===== config.mk =====
export PLATFORM = sky130hd
export DESIGN_NAME = instr_fetch
export DESIGN_NICKNAME = d
export VERILOG_FILES = /design/src/rtl/riscv_pkg.sv /design/src/rtl/instr_fetch.sv
export SDC_FILE = /design/constraint.sdc
export NUM_CORES = 1
export LEC_CHECK = 0
export CORE_ASPECT_RATIO = 1.5
export CORE_MARGIN = 3
export CORE_UTILIZATION = 44
export DETAILED_ROUTE_END_ITERATION = 16
export PLACE_DENSITY = 0.81
export SYNTH_ARGS = -nofsm -noshare
export SYNTH_HDL_FRONTEND = slang
export SYNTH_SLANG_ARGS = --single-unit
export TNS_END_PERCENT = 10

===== constraint.sdc =====
create_clock -name clk -period 2.7 [get_ports clk]
set_clock_uncertainty 0.2 [all_clocks]
set_input_delay 0.27 -clock clk [delete_from_list [all_inputs] [get_ports clk]]
set_output_delay 0.27 -clock clk [all_outputs]
set_load 0.01 [all_outputs]

===== src/rtl/riscv_pkg.sv =====
// Shared RV32 constants and the fetch-stage state encoding.
// Consumed by the instruction fetch unit and anything that talks to it.
package riscv_pkg;

    localparam int unsigned XLEN = 32;

    localparam logic [XLEN-1:0] NOP_INSTR        = 32'h0000_0013;
    localparam logic [XLEN-1:0] RESET_PC_DEFAULT = 32'h0000_0000;

    typedef enum logic [2:0] {
        S_IDLE,
        S_REQ,
        S_WAIT,
        S_HOLD,
        S_DRAIN
    } fetch_state_e;

    function automatic logic [XLEN-1:0] align_word(input logic [XLEN-1:0] addr);
        return {addr[XLEN-1:2], 2'b00};
    endfunction

endpackage


===== src/rtl/instr_fetch.sv =====
// Single-outstanding instruction fetch unit: requests one word, hands it to the
// decoder, and restarts at a redirect target, draining any in-flight response.
module instr_fetch
    import riscv_pkg::XLEN, riscv_pkg::fetch_state_e, riscv_pkg::align_word,
           riscv_pkg::S_IDLE, riscv_pkg::S_REQ, riscv_pkg::S_WAIT,
           riscv_pkg::S_HOLD, riscv_pkg::S_DRAIN;
#(
    parameter logic [XLEN-1:0] RESET_PC  = riscv_pkg::RESET_PC_DEFAULT,
    parameter logic [XLEN-1:0] NOP_INSTR = riscv_pkg::NOP_INSTR
) (
    input  logic            clk,
    input  logic            rst_n,
    output logic            imem_req,
    output logic [XLEN-1:0] imem_addr,
    input  logic            imem_gnt,
    input  logic            imem_rvalid,
    input  logic [XLEN-1:0] imem_rdata,
    input  logic            redirect_valid,
    input  logic [XLEN-1:0] redirect_pc,
    output logic            if_valid,
    output logic [XLEN-1:0] if_instr,
    output logic [XLEN-1:0] if_pc,
    input  logic            id_ready,
    output logic            misalign_err
);

    fetch_state_e    r_state;
    fetch_state_e    w_state_next;
    logic [XLEN-1:0] r_pc;
    logic [XLEN-1:0] w_pc_next;
    logic [XLEN-1:0] w_pc_incr;
    logic [XLEN-1:0] w_redirect_pc;
    logic            w_load;
    logic            w_consume;

    logic            r_imem_req;
    logic [XLEN-1:0] r_imem_addr;
    logic            r_if_valid;
    logic [XLEN-1:0] r_if_instr;
    logic [XLEN-1:0] r_if_pc;
    logic            r_misalign;

    // Plain XLEN-bit addition wraps 0xFFFF_FFFC back to zero.
    assign w_pc_incr     = r_pc + XLEN'(4);
    assign w_redirect_pc = align_word(redirect_pc);

    // NOTE: every always_comb output gets a default first, so no path can infer a latch.
    always_comb begin
        w_state_next = r_state;
        w_pc_next    = r_pc;
        w_load       = 1'b0;
        w_consume    = 1'b0;

        unique case (r_state)
            S_IDLE:  w_state_next = S_REQ;
            S_REQ:   if (imem_gnt) w_state_next = S_WAIT;
            S_WAIT: begin
                if (imem_rvalid) begin
                    w_state_next = S_HOLD;
                    w_load       = 1'b1;
                    w_pc_next    = w_pc_incr;
                end
            end
            S_HOLD: begin
                if (id_ready) begin
                    w_state_next = S_REQ;
                    w_consume    = 1'b1;
                end
            end
            S_DRAIN: if (imem_rvalid) w_state_next = S_REQ;
            default: w_state_next = S_IDLE;
        endcase

        // A redirect wins everywhere; a granted-but-unanswered request must drain first.
        if (redirect_valid) begin
            w_pc_next = w_redirect_pc;
            w_load    = 1'b0;
            w_consume = 1'b0;
            unique case (r_state)
                S_REQ:   w_state_next = imem_gnt    ? S_DRAIN : S_REQ;
                S_WAIT:  w_state_next = imem_rvalid ? S_REQ   : S_DRAIN;
                S_DRAIN: w_state_next = imem_rvalid ? S_REQ   : S_DRAIN;
                default: w_state_next = S_REQ;
            endcase
        end
    end

    // NOTE: sequential state uses non-blocking assignments so all flops update together.
    always_ff @(posedge clk or negedge rst_n) begin
        if (!rst_n) begin
            r_state     <= S_IDLE;
            r_pc        <= align_word(RESET_PC);
            r_imem_req  <= 1'b0;
            r_imem_addr <= align_word(RESET_PC);
            r_if_valid  <= 1'b0;
            r_if_instr  <= NOP_INSTR;
            r_if_pc     <= align_word(RESET_PC);
            r_misalign  <= 1'b0;
        end else begin
            r_state     <= w_state_next;
            r_pc        <= w_pc_next;
            r_imem_req  <= (w_state_next == S_REQ);
            r_imem_addr <= w_pc_next;
            r_misalign  <= redirect_valid && (redirect_pc[1:0] != 2'b00);

            if (redirect_valid || w_consume) begin
                r_if_valid <= 1'b0;
                r_if_instr <= NOP_INSTR;
            end else if (w_load) begin
                r_if_valid <= 1'b1;
                r_if_instr <= imem_rdata;
                r_if_pc    <= r_pc;
            end
        end
    end

    assign imem_req     = r_imem_req;
    assign imem_addr    = r_imem_addr;
    assign if_valid     = r_if_valid;
    assign if_instr     = r_if_instr;
    assign if_pc        = r_if_pc;
    assign misalign_err = r_misalign;

endmodule


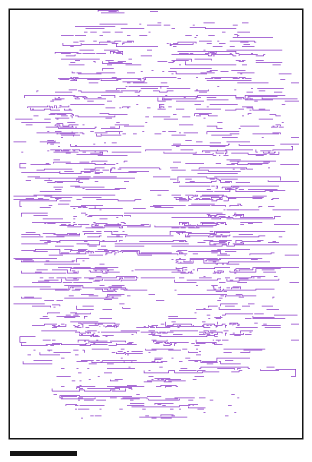
*Met1 routing, run 1*
The bar under the picture is 20 um long.
The layer holds 40% of the routed length. The longest straight run is 29.9 um. The wires run mostly horizontal.

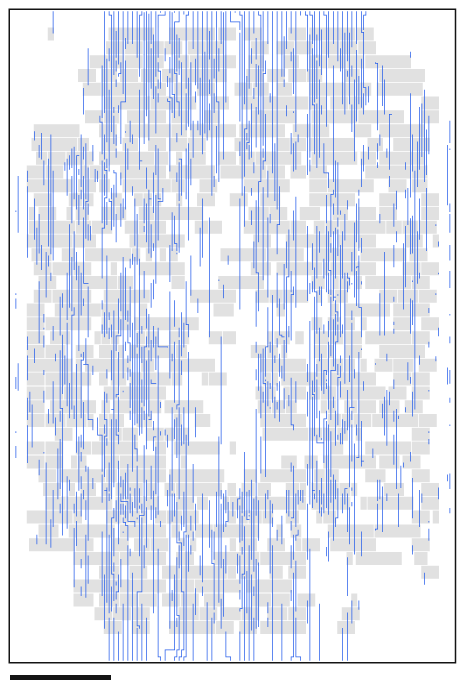
*Signal wires on met2, run 1*
The bar under the picture is 20 um long. Cells faint in the background.
The layer carries 6440 um of wire. 552 nets have wire on it. The layer holds 53% of the routed length. The wires run mostly vertical.

==> out/qor.csv, run 1 <==
metric,value,unit
status,"complete, no violations",
r2r_slack,310,ps
drive_gt1_share,12.25,%
io_buffers,164,
synth_seq_share,55.80,%
synth_warnings,0,
timing.rr.start,imem_addr[5]$_DFFE_PN0P_,
ant_nets,0,
via_count,3732,
fin_setup_tns,0,ps
power.internal,0.003191,W
dieHeight,128.5,um
crit_chain,and4_1 > nand4_4 > or4_1 > a31oi_1,
grt_max_degree,55,
worst_r2r_path_depth,4,
fmax,0.4178,GHz
whs_endpoint,if_instr[4]$_DFFE_PN1P_,
grt_pass1_wl,19220,um
largest_reg_flops,32,
antenna_found_initial,0,
fin_nets,621,
comb_power_share,27.0,%
firstDrtPassIters,4,
hp-class,in2reg,
rows,44,
async_reset_ff_share,100.0,%
power_leakage,2.720,nW
hold_depth,3,
top_cell,dfrtp_1,
netlist_top_cells_area,"dfrtp_1 (54%), mux2_2 (7.7%), a22o_1 (5.8%)",
powerDensity,685.7,mW/mm2
finalCritPeriodShare,88.65,%
synthXorXnorAreaFrac,1.990,%
wl,12080,um
critPathTopFamily,simple AND/OR/NAND/NOR gates,
pre_cts_ws,239.2,ps
cp-endpoint,imem_addr[19]$_DFFE_PN0P_,
synth_cells,387,
clk_path_buf_depth,2,
fin_crit,2393,ps
drt-initial-drc-count,159,
ys_seq_elements,98,
clkPwrFrac,29.7,%
cts_num_sinks,98,
critical_path_buf_inv_count,0,
synth_top_area_share,54.01,%
start_kind,flip-flop,
htree_levels,3,
cts-root-buf,clkbuf_16,
critical_path_depth,4,
crit_type,reg2reg,
cts_tree,done,
dp.cells,653,
postCtsResizedCells,0,
seqPwrFrac,43.3,%
ys_types,47,
enable_flop_cells,0,
setup_viol,0,
fin_ws,306.5,ps
mux_share,7.902,%
cpMaxStageDelayCell,or4_1,
cp.arrival,2460,ps
finalHoldViolCount,0,
tightest_slew,1036,ps
p_sw_share,28.18,%
num_antenna_cells,0,
cp_slowest_stage_delay,630,ps
p_switching,0.001252,W
ys_cells,387,
worstHoldStart,imem_rdata[4],
rsz0062_at_grt,no,
mostFrequentLayoutCells,"clkdlybuf4s50_1 (163), dfrtp_1 (95), nand2_1 (30), mux2_2 (30), a22o_1 (29)",
slew_headroom,30.92,%
grt_pass1_vias,3754,
top_area_cell,dfrtp_1,
topCombFamilyByArea,simple AND/OR/NAND/NOR gates,
r2r_end,imem_addr[19]$_DFFE_PN0P_,
hpwl,8856,um
dieArea,0.01127,mm2
synthAoiAreaFrac,13.67,%
fp_util,45.17,%
end_kind,flip-flop,
die_x,87.67,um
clk_latency,340,ps
synthTopCellsByCount,"dfrtp_1 (95), mux2_2 (30), nand2_1 (30)",
max_cap_violations,0,
final_common_cell,clkdlybuf4s50_1,
viasPerCell,5.570,
ys_sh_simple,16.43,%
ir_drop,0.4451,mV
report.final.slew_viol_count,0,
clk_pin_slew,70,ps
syn_to_final_growth,47.21,%
adder_share,0.2843,%
startpoint,imem_addr[5]$_DFFE_PN0P_,
grt_overflow,0,
crit_required,2760,ps
fin_cells,670,
cts_buffers,9,
io_pins,169,
core,0.009744,mm2
tool_warnings,26,
synth-main-ff-cell,dfrtp_1,
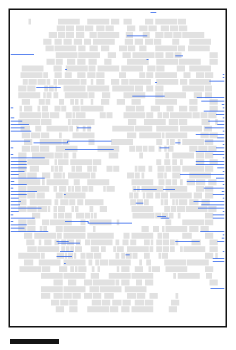
*Signal wires on met3, run 1*
The bar under the picture is 20 um long. Cells faint in the background.
The longest straight run is 19.6 um. The layer carries 609 um of wire. The wires run mostly horizontal. The layer holds 5.0% of the routed length.

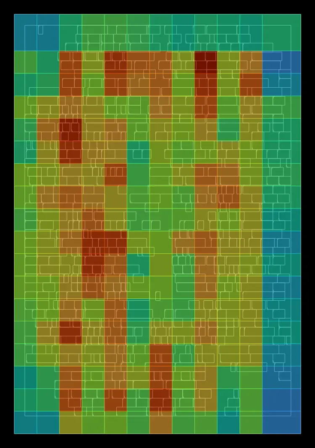
*Routing congestion map, run 1*
M3 GR Usage: 4.869%
GRT Util Overall: 21.76%
met1 usage: 27.66%
Finished Core Util: 66.50%
wire per inst: 18.03 um

-- run 1: power by group through the flow --
stage / Sequential (W) / Clock, W / Combinational, W
finish: 0.00192 / 0.00132 / 0.00120
global route: 0.00196 / 0.00141 / 0.00130
CTS: 0.00192 / 0.00135 / 0.00122
detailed placement: 0.00195 / 0 / 0.00121
global placement: 0.00193 / 0 / 0.00119
floorplan: 0.00202 / 0 / 0.000394
-- run 1: layer usage --
metal	vias to the layer above	part of all wire (%)	track usage, %	routed length, um
li1	1765	-	-	-
met1	1829	40	27.66	4873
met2	127	53	36.99	6443
met3	11	5.0	4.869	609
met4	0	1.3	6.143	153
met5	-	0	0	0
-- run 1: worst reg2reg max path, delay by kind of cell, from the launching register on --
kind,cells,cell delay (ps)
flip-flops,1,430
AND-OR/OR-AND,1,180
AND/OR/NAND/NOR,3,1500
-- run 1: per-stage QoR --
stage / hold WS [ps] / util (%) / instance area (um2) / total power, W
floorplan: -225.6 / - / 4413 / 0.002416
global placement: 163.5 / 63.25 / 6163 / 0.003120
detailed placement: 168.0 / 63.25 / 6163 / 0.003162
CTS: 257.8 / 66.50 / 6480 / 0.004496
global route: 270.2 / 66.50 / 6480 / 0.004670
finish: 263.7 / 66.50 / 6480 / 0.004444
-- run 1: layout make-up --
type | count | area [um2]
Clock buffer | 9 | 225.2
Clock inverter | 7 | 81.33
Fill cell | 736 | 3264
Inverter | 5 | 18.77
Multi-Input combinational cell | 258 | 1795
Sequential cell | 98 | 2456
Tap cell | 115 | 143.9
Timing Repair Buffer | 178 | 1759
-- run 1: timing repair --
item                                    4_1_cts  5_1_grt
endpoints found under the hold margin        48        0
buffers inserted                              0        0
endpoints found under the setup margin        0        0
hold buffers                                  1        0
==> inputs of run 2 (changes only) <==
--- a/config.mk
+++ b/config.mk
@@ -5,8 +5,8 @@
 export SDC_FILE = /design/constraint.sdc
 export NUM_CORES = 1
 export LEC_CHECK = 0
-export CORE_ASPECT_RATIO = 1.5
-export CORE_MARGIN = 3
+export CORE_ASPECT_RATIO = 0.75
+export CORE_MARGIN = 2
 export CORE_UTILIZATION = 44
 export DETAILED_ROUTE_END_ITERATION = 16
 export PLACE_DENSITY = 0.81
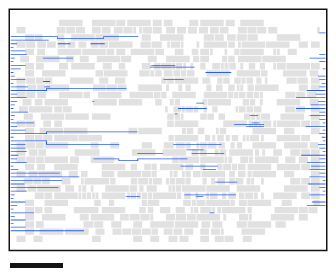
*Signal wires on met3, run 2*
The bar under the picture is 20 um long. Cells faint in the background.
The longest straight run is 34.3 um. The layer holds 7.2% of the routed length. The layer carries 843 um of wire.

==> out/qor.csv, run 2 <==
metric,value,unit,change
num_antenna_cells,0,,unchanged
synth_warnings,0,,unchanged
finalHoldViolCount,0,,unchanged
grt_pass1_wl,19670,um,+2.3%
clk_path_buf_depth,2,,unchanged
syn_area_per_cell,11.37,um2,
gr-usage-met1,32.48,%,+4.8 points
slew_headroom,34.25,%,+3.3 points
fin_ws,441.8,ps,+135.3 ps
hold_depth,3,,unchanged
syn_area,0.004402,mm2,
antenna_found_initial,0,,unchanged
crit_required,2750,ps,about the same
drive_gt1_share,12.25,%,unchanged
power_leakage,2.711,nW,-0.33%
async_reset_ff_share,100.0,%,unchanged
utilization,66.88,%,+0.38 points
crit_fanout,34,,
worstHoldStart,imem_rdata[1],,
comb_power_share,27.5,%,+0.5 points
comb_power,0.00120,W,about the same
fin_crit,2258,ps,-135.3 ps
cp.arrival,2310,ps,-150 ps
end_kind,flip-flop,,
dieArea,0.01083,mm2,-3.9%
power_leader,sequential cells,,
gp_congestion,0.8225,,
top_area_cell,dfrtp_1,,
grt_pass1_vias,3748,,-0.16%
setup_viol,0,,unchanged
largest_reg_flops,32,,unchanged
cts_tree,done,,
wl_met1,5437,um,+12%
drcViolationCount,0,,
cts_num_sinks,98,,unchanged
cts_post_setup_buffers_inserted,0,,unchanged
htree_levels,3,,unchanged
netlist_top_cells_area,"dfrtp_1 (54%), mux2_2 (7.7%), a22o_1 (5.8%)",,
core,0.009697,mm2,-0.49%
synth_seq_share,55.80,%,unchanged
clkPwrFrac,28.5,%,-1.2 points
gr-usage-met2,35.29,%,-1.7 points
synth_cells,387,,unchanged
finalCritPeriodShare,83.64,%,-5.0 points
r2r_end,imem_addr[30]$_DFFE_PN0P_,,
ys_cells,387,,unchanged
worst_r2r_path_depth,4,,unchanged
syn_to_final_growth,47.33,%,about the same
rsz0062_at_grt,no,,
ys_chip_area,0.004402,mm2,
powerDensity,673.5,mW/mm2,-1.8%
max_cap_violations,0,,unchanged
hpwl,8358,um,-5.6%
viasPerCell,5.460,,-2.0%
seqPwrFrac,44.1,%,+0.8 points
mostFrequentLayoutCells,"clkdlybuf4s50_1 (163), dfrtp_1 (95), nand2_1 (30), mux2_2 (30), a22o_1 (29)",,
hold_slack,267.5,ps,+3.793 ps
ys_seq_elements,98,,unchanged
hp-class,in2reg,,
wl,11660,um,-3.4%
whs_endpoint,if_instr[1]$_DFFE_PN1P_,,
clk_pin_slew,70,ps,about the same
fmax,0.4428,GHz,+6.0%
p_sw_share,28.17,%,about the same
crit_type,reg2reg,,
gr-usage-met3,6.124,%,+1.3 points
cts_buffers,9,,unchanged
die_x,119.5,um,+36%
io_buffers,164,,unchanged
io_pins,169,,unchanged
grt_usage,22.80,%,+1.0 points
fin_setup_tns,0,ps,unchanged
final_common_cell,clkdlybuf4s50_1,,
p_clk,0.00124,W,-6%
tightest_slew,986.2,ps,-49.94 ps
fp_util,45.39,%,+0.22 points
power.internal,0.003137,W,-1.7%
clk_latency,340,ps,about the same
cts-root-buf,clkbuf_16,,
postCtsResizedCells,0,,unchanged
seq-power,0.00192,W,about the same
firstDrtPassIters,5,,+1
timing.rr.start,imem_addr[4]$_DFFE_PN0P_,,
p_switching,0.001231,W,-1.7%
wl_met2,5273,um,-18%
status,"complete, no violations",,
pre_cts_ws,223.6,ps,-15.61 ps
start_kind,flip-flop,,
ant_nets,0,,unchanged
enable_flop_cells,0,,unchanged
drt-initial-drc-count,220,,+38%
wl_per_cell,16.98,um,-5.8%
report.final.slew_viol_count,0,,unchanged
top_cell,dfrtp_1,,
ctsHoldBuffers,1,,unchanged
wl_met3,843,um,+38%
grt_overflow,0,,unchanged
ys_types,47,,unchanged
synth-main-ff-cell,dfrtp_1,,
synth_top_area_share,54.01,%,unchanged
tool_warnings,26,,unchanged
rows,31,,-30%
r2r_slack,440,ps,+140 ps
grt_max_degree,51,,-7.3%
gr-max-usage-layer,met2,,
synthTopCellsByCount,"dfrtp_1 (95), mux2_2 (30), nand2_1 (30)",,
dieHeight,90.62,um,-29%
highest_layer,met4,,
via_count,3751,,+0.51%
fin_nets,621,,unchanged
ir_drop,0.3713,mV,-17%
run 2: cell counts after synthesis:
Identical to the previous run, type by type.
run 2: worst max path at each step:
stage          slack [ps]  cells past startpoint                       from                         to
5_1_grt               220                      4   imem_addr[4]$_DFFE_PN0P_  imem_addr[27]$_DFFE_PN0P_
2_1_floorplan         670                      4  imem_addr[17]$_DFFE_PN0P_  imem_addr[31]$_DFFE_PN0P_
6_report              440                      4   imem_addr[4]$_DFFE_PN0P_  imem_addr[30]$_DFFE_PN0P_
3_3_place_gp          330                      6                imem_rvalid  imem_addr[16]$_DFFE_PN0P_
4_1_cts               420                      4   imem_addr[4]$_DFFE_PN0P_  imem_addr[30]$_DFFE_PN0P_
3_5_place_dp          220                      4                imem_rvalid   if_instr[24]$_DFFE_PN0P_
run 2: logic make-up after synthesis:
family | Yosys count | synth area share, %
other cells | 1 | 0.08519
compound gates | 82 | 13.67
fa+ha+maj | 1 | 0.2842
simple gates | 130 | 16.43
flops | 98 | 55.80
xor+xnor | 10 | 1.990
mux | 31 | 7.902
buf+inv | 34 | 3.837
run 2: through the flow:
step | cells | power [W] | area, um2
4_1_cts | 687 | 0.004407 | 6485
5_1_grt | 687 | 0.004598 | 6485
2_1_floorplan | 390 | 0.002416 | 4413
3_3_place_gp | 670 | 0.003114 | 6185
3_5_place_dp | 670 | 0.003156 | 6185
6_report | 687 | 0.004368 | 6485
run 2: layout make-up:
type | instances | area (um2)
fill | 734 | 3212
sequential | 98 | 2456
clock inverter | 5 | 37.54
multi-input combinational | 258 | 1795
clock buffer | 11 | 252.7
inverter | 5 | 18.77
tap | 132 | 165.2
timing repair buffer | 178 | 1759
run 2: critical path: stages (launching register included):
cell and delay, ps:
dfrtp_1 460, and4_1 320, nand4_4 370, or4_1 610, a31oi_1 200
### Routing congestion map, run 2

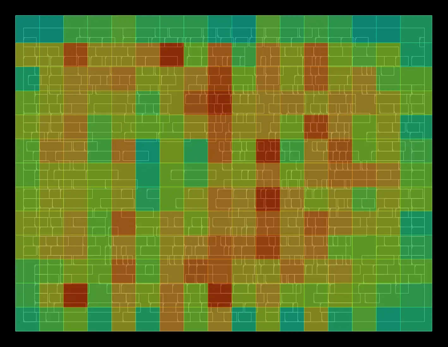

==> inputs of run 3 (changes only) <==
--- a/config.mk
+++ b/config.mk
@@ -7,9 +7,9 @@
 export LEC_CHECK = 0
 export CORE_ASPECT_RATIO = 0.75
 export CORE_MARGIN = 2
-export CORE_UTILIZATION = 44
+export CORE_UTILIZATION = 40
 export DETAILED_ROUTE_END_ITERATION = 16
-export PLACE_DENSITY = 0.81
+export PLACE_DENSITY = 0.78
 export SYNTH_ARGS = -nofsm -noshare
 export SYNTH_HDL_FRONTEND = slang
 export SYNTH_SLANG_ARGS = --single-unit
==> constraint.sdc (replaced) <==
create_clock -name clk -period 1.99 [get_ports clk]
set_clock_uncertainty 0.2 [all_clocks]
set_input_delay 0.199 -clock clk [delete_from_list [all_inputs] [get_ports clk]]
set_output_delay 0.199 -clock clk [all_outputs]
set_load 0.01 [all_outputs]
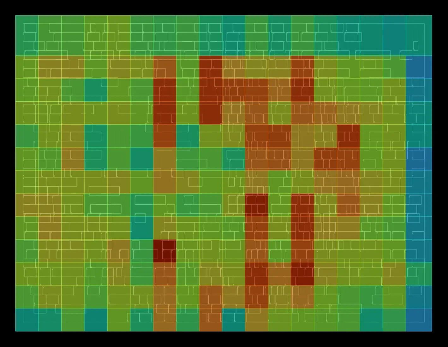
*Routing congestion map, run 3*
met1 usage: 26.99%
met2 usage: 34.42%

==> out/qor.csv, run 3 <==
metric,value,unit,change
synthXorXnorAreaFrac,1.990,%,unchanged
finalCritPeriodShare,98.23,%,+15 points
adder_share,0.2843,%,unchanged
fin_setup_tns,0,ps,unchanged
crit_chain,and4_4 > nand4_4 > buf_12 > or4_1 > a31oi_1,,
ir_drop,0.3559,mV,-4.2%
post_dp_cell_area,0.006550,mm2,+5.9%
utilization,63.83,%,-3.0 points
drt-initial-drc-count,264,,+20%
dieArea,0.01187,mm2,+9.6%
gp_congestion,0.8102,,-1.5%
stdcell_area,0.006905,mm2,+6.5%
crit_fanout,34,,unchanged
worst_r2r_path_depth,5,,+1
cts_buffers,9,,unchanged
grt_pass1_vias,4015,,+7.1%
synth_seq_share,55.80,%,unchanged
tool_warnings,29,,+12%
largest_reg_flops,32,,unchanged
mostFrequentLayoutCells,"clkdlybuf4s50_1 (163), dfrtp_1 (89), buf_4 (47)",,
synthTopCellsByCount,"dfrtp_1 (95), mux2_2 (30), nand2_1 (30)",,
slew_headroom,64.50,%,+30 points
power_leakage,2.927,nW,+8.0%
p_sw_share,27.51,%,-0.67 points
fp_util,40.69,%,-4.7 points
io_pins,169,,unchanged
fin_crit,1955,ps,-303.3 ps
mux_share,7.902,%,unchanged
cp.arrival,2000,ps,-310 ps
top_area_cell,dfrtp_1,,
cpMaxStageDelayCell,or4_1,,
status,"complete, no violations",,
hpwl,8780,um,+5.1%
ys_seq_elements,98,,unchanged
seqPwrFrac,41.3,%,-2.8 points
synth-main-ff-cell,dfrtp_1,,
ys_types,47,,unchanged
grt_overflow,0,,unchanged
grt_usage,21.08,%,-1.7 points
fmax,0.5116,GHz,+16%
core,0.01082,mm2,+12%
clk_pin_slew,70,ps,about the same
top_cell,dfrtp_1,,
drcViolationCount,0,,unchanged
setup_viol,0,,unchanged
cp_slowest_stage_delay,520,ps,-90 ps
clkPwrFrac,28.6,%,about the same
wl_met2,5865,um,+11%
max_cap_violations,0,,unchanged
tightest_slew,532.6,ps,-453.7 ps
synth_top_area_share,54.01,%,unchanged
highest_layer,met4,,
hold_depth,3,,unchanged
end_kind,flip-flop,,
critical_path_buf_inv_count,1,,+1
wl,12330,um,+5.7%
async_reset_ff_share,100.0,%,unchanged
netlist_top_cells_area,"dfrtp_1 (54%), mux2_2 (7.7%), a22o_1 (5.8%)",,
grt_max_degree,99,,+94%
ys_chip_area,0.004402,mm2,unchanged
synthAoiAreaFrac,13.67,%,unchanged
crit_type,reg2reg,,
firstDrtPassIters,4,,-1
cts_post_setup_buffers_inserted,0,,unchanged
dieHeight,94.85,um,+4.7%
syn_area_per_cell,11.37,um2,unchanged
report.final.slew_viol_count,0,,unchanged
wl_met1,5338,um,-1.8%
r2r_slack,40,ps,-410 ps
die_x,125.1,um,+4.7%
critical_path_depth,5,,+1
synth_cells,387,,unchanged
antenna_found_initial,0,,unchanged
fin_nets,661,,+6.4%
finalHoldViolCount,0,,unchanged
topCombFamilyByArea,simple AND/OR/NAND/NOR gates,,
hold_slack,190.8,ps,-76.62 ps
drive_gt1_share,20.50,%,+8.3 points
viasPerCell,5.336,,-2.3%
wl_per_cell,16.77,um,-1.2%
cp-endpoint,imem_addr[19]$_DFFE_PN0P_,,
num_antenna_cells,0,,unchanged
run 3: layout make-up:
| type | instances | area, um2 |
|---|---|---|
| well taps | 140 | 175.2 |
| multi-input cells | 258 | 1827 |
| flip-flops and latches | 98 | 2464 |
| fillers | 878 | 3913 |
| inverters | 5 | 18.77 |
| repair buffers | 218 | 2117 |
| clock inverters | 6 | 65.06 |
| clock buffers | 10 | 239.0 |
run 3: cells by family after synthesis:
group | Yosys count
AOI/OAI and AO/OA | 82
xor gates and xnor gates | 10
adders and majority gates | 1
buffers and inverters | 34
DFF | 98
muxes | 31
other | 1
and+or+nand+nor | 130
run 3: tightest hold or removal path: cells and delay by family:
family | cells | cell delay (ps)
buffers and inverters | 1 | 400
AND/OR/NAND/NOR | 2 | 120
run 3: through the flow:
| stage | std cells | setup WS, ps |
|---|---|---|
| 2_1_floorplan | 390 | -13.97 |
| 3_3_place_gp | 718 | -198.9 |
| 3_5_place_dp | 718 | -252.5 |
| 4_1_cts | 735 | -1.591 |
| 5_1_grt | 735 | -51.96 |
| 6_report | 735 | 35.16 |
run 3: timing repair:
item,CTS,global route
hold endpoints to repair,95,0
endpoints found under the setup margin,3,11
hold buffers,1,0
pin swaps,1,6
resized,4,11
run 3: power by group through the flow:
| stage | Combinational [W] | Sequential (W) | Clock, W |
|---|---|---|---|
| global placement | 0.00180 | 0.00255 | 0 |
| detailed placement | 0.00185 | 0.00257 | 0 |
| floorplan | 0.000535 | 0.00275 | 0 |
| CTS | 0.00186 | 0.00254 | 0.00180 |
| global route | 0.00199 | 0.00258 | 0.00189 |
| finish | 0.00185 | 0.00254 | 0.00175 |
run 3: per-layer routing:
metal	track usage, %	up-vias
met5	0	-
met4	6.481	0
met3	6.912	21
met2	34.42	145
met1	26.99	1910
li1	-	1846
Power and IR drop assume default switching activity.
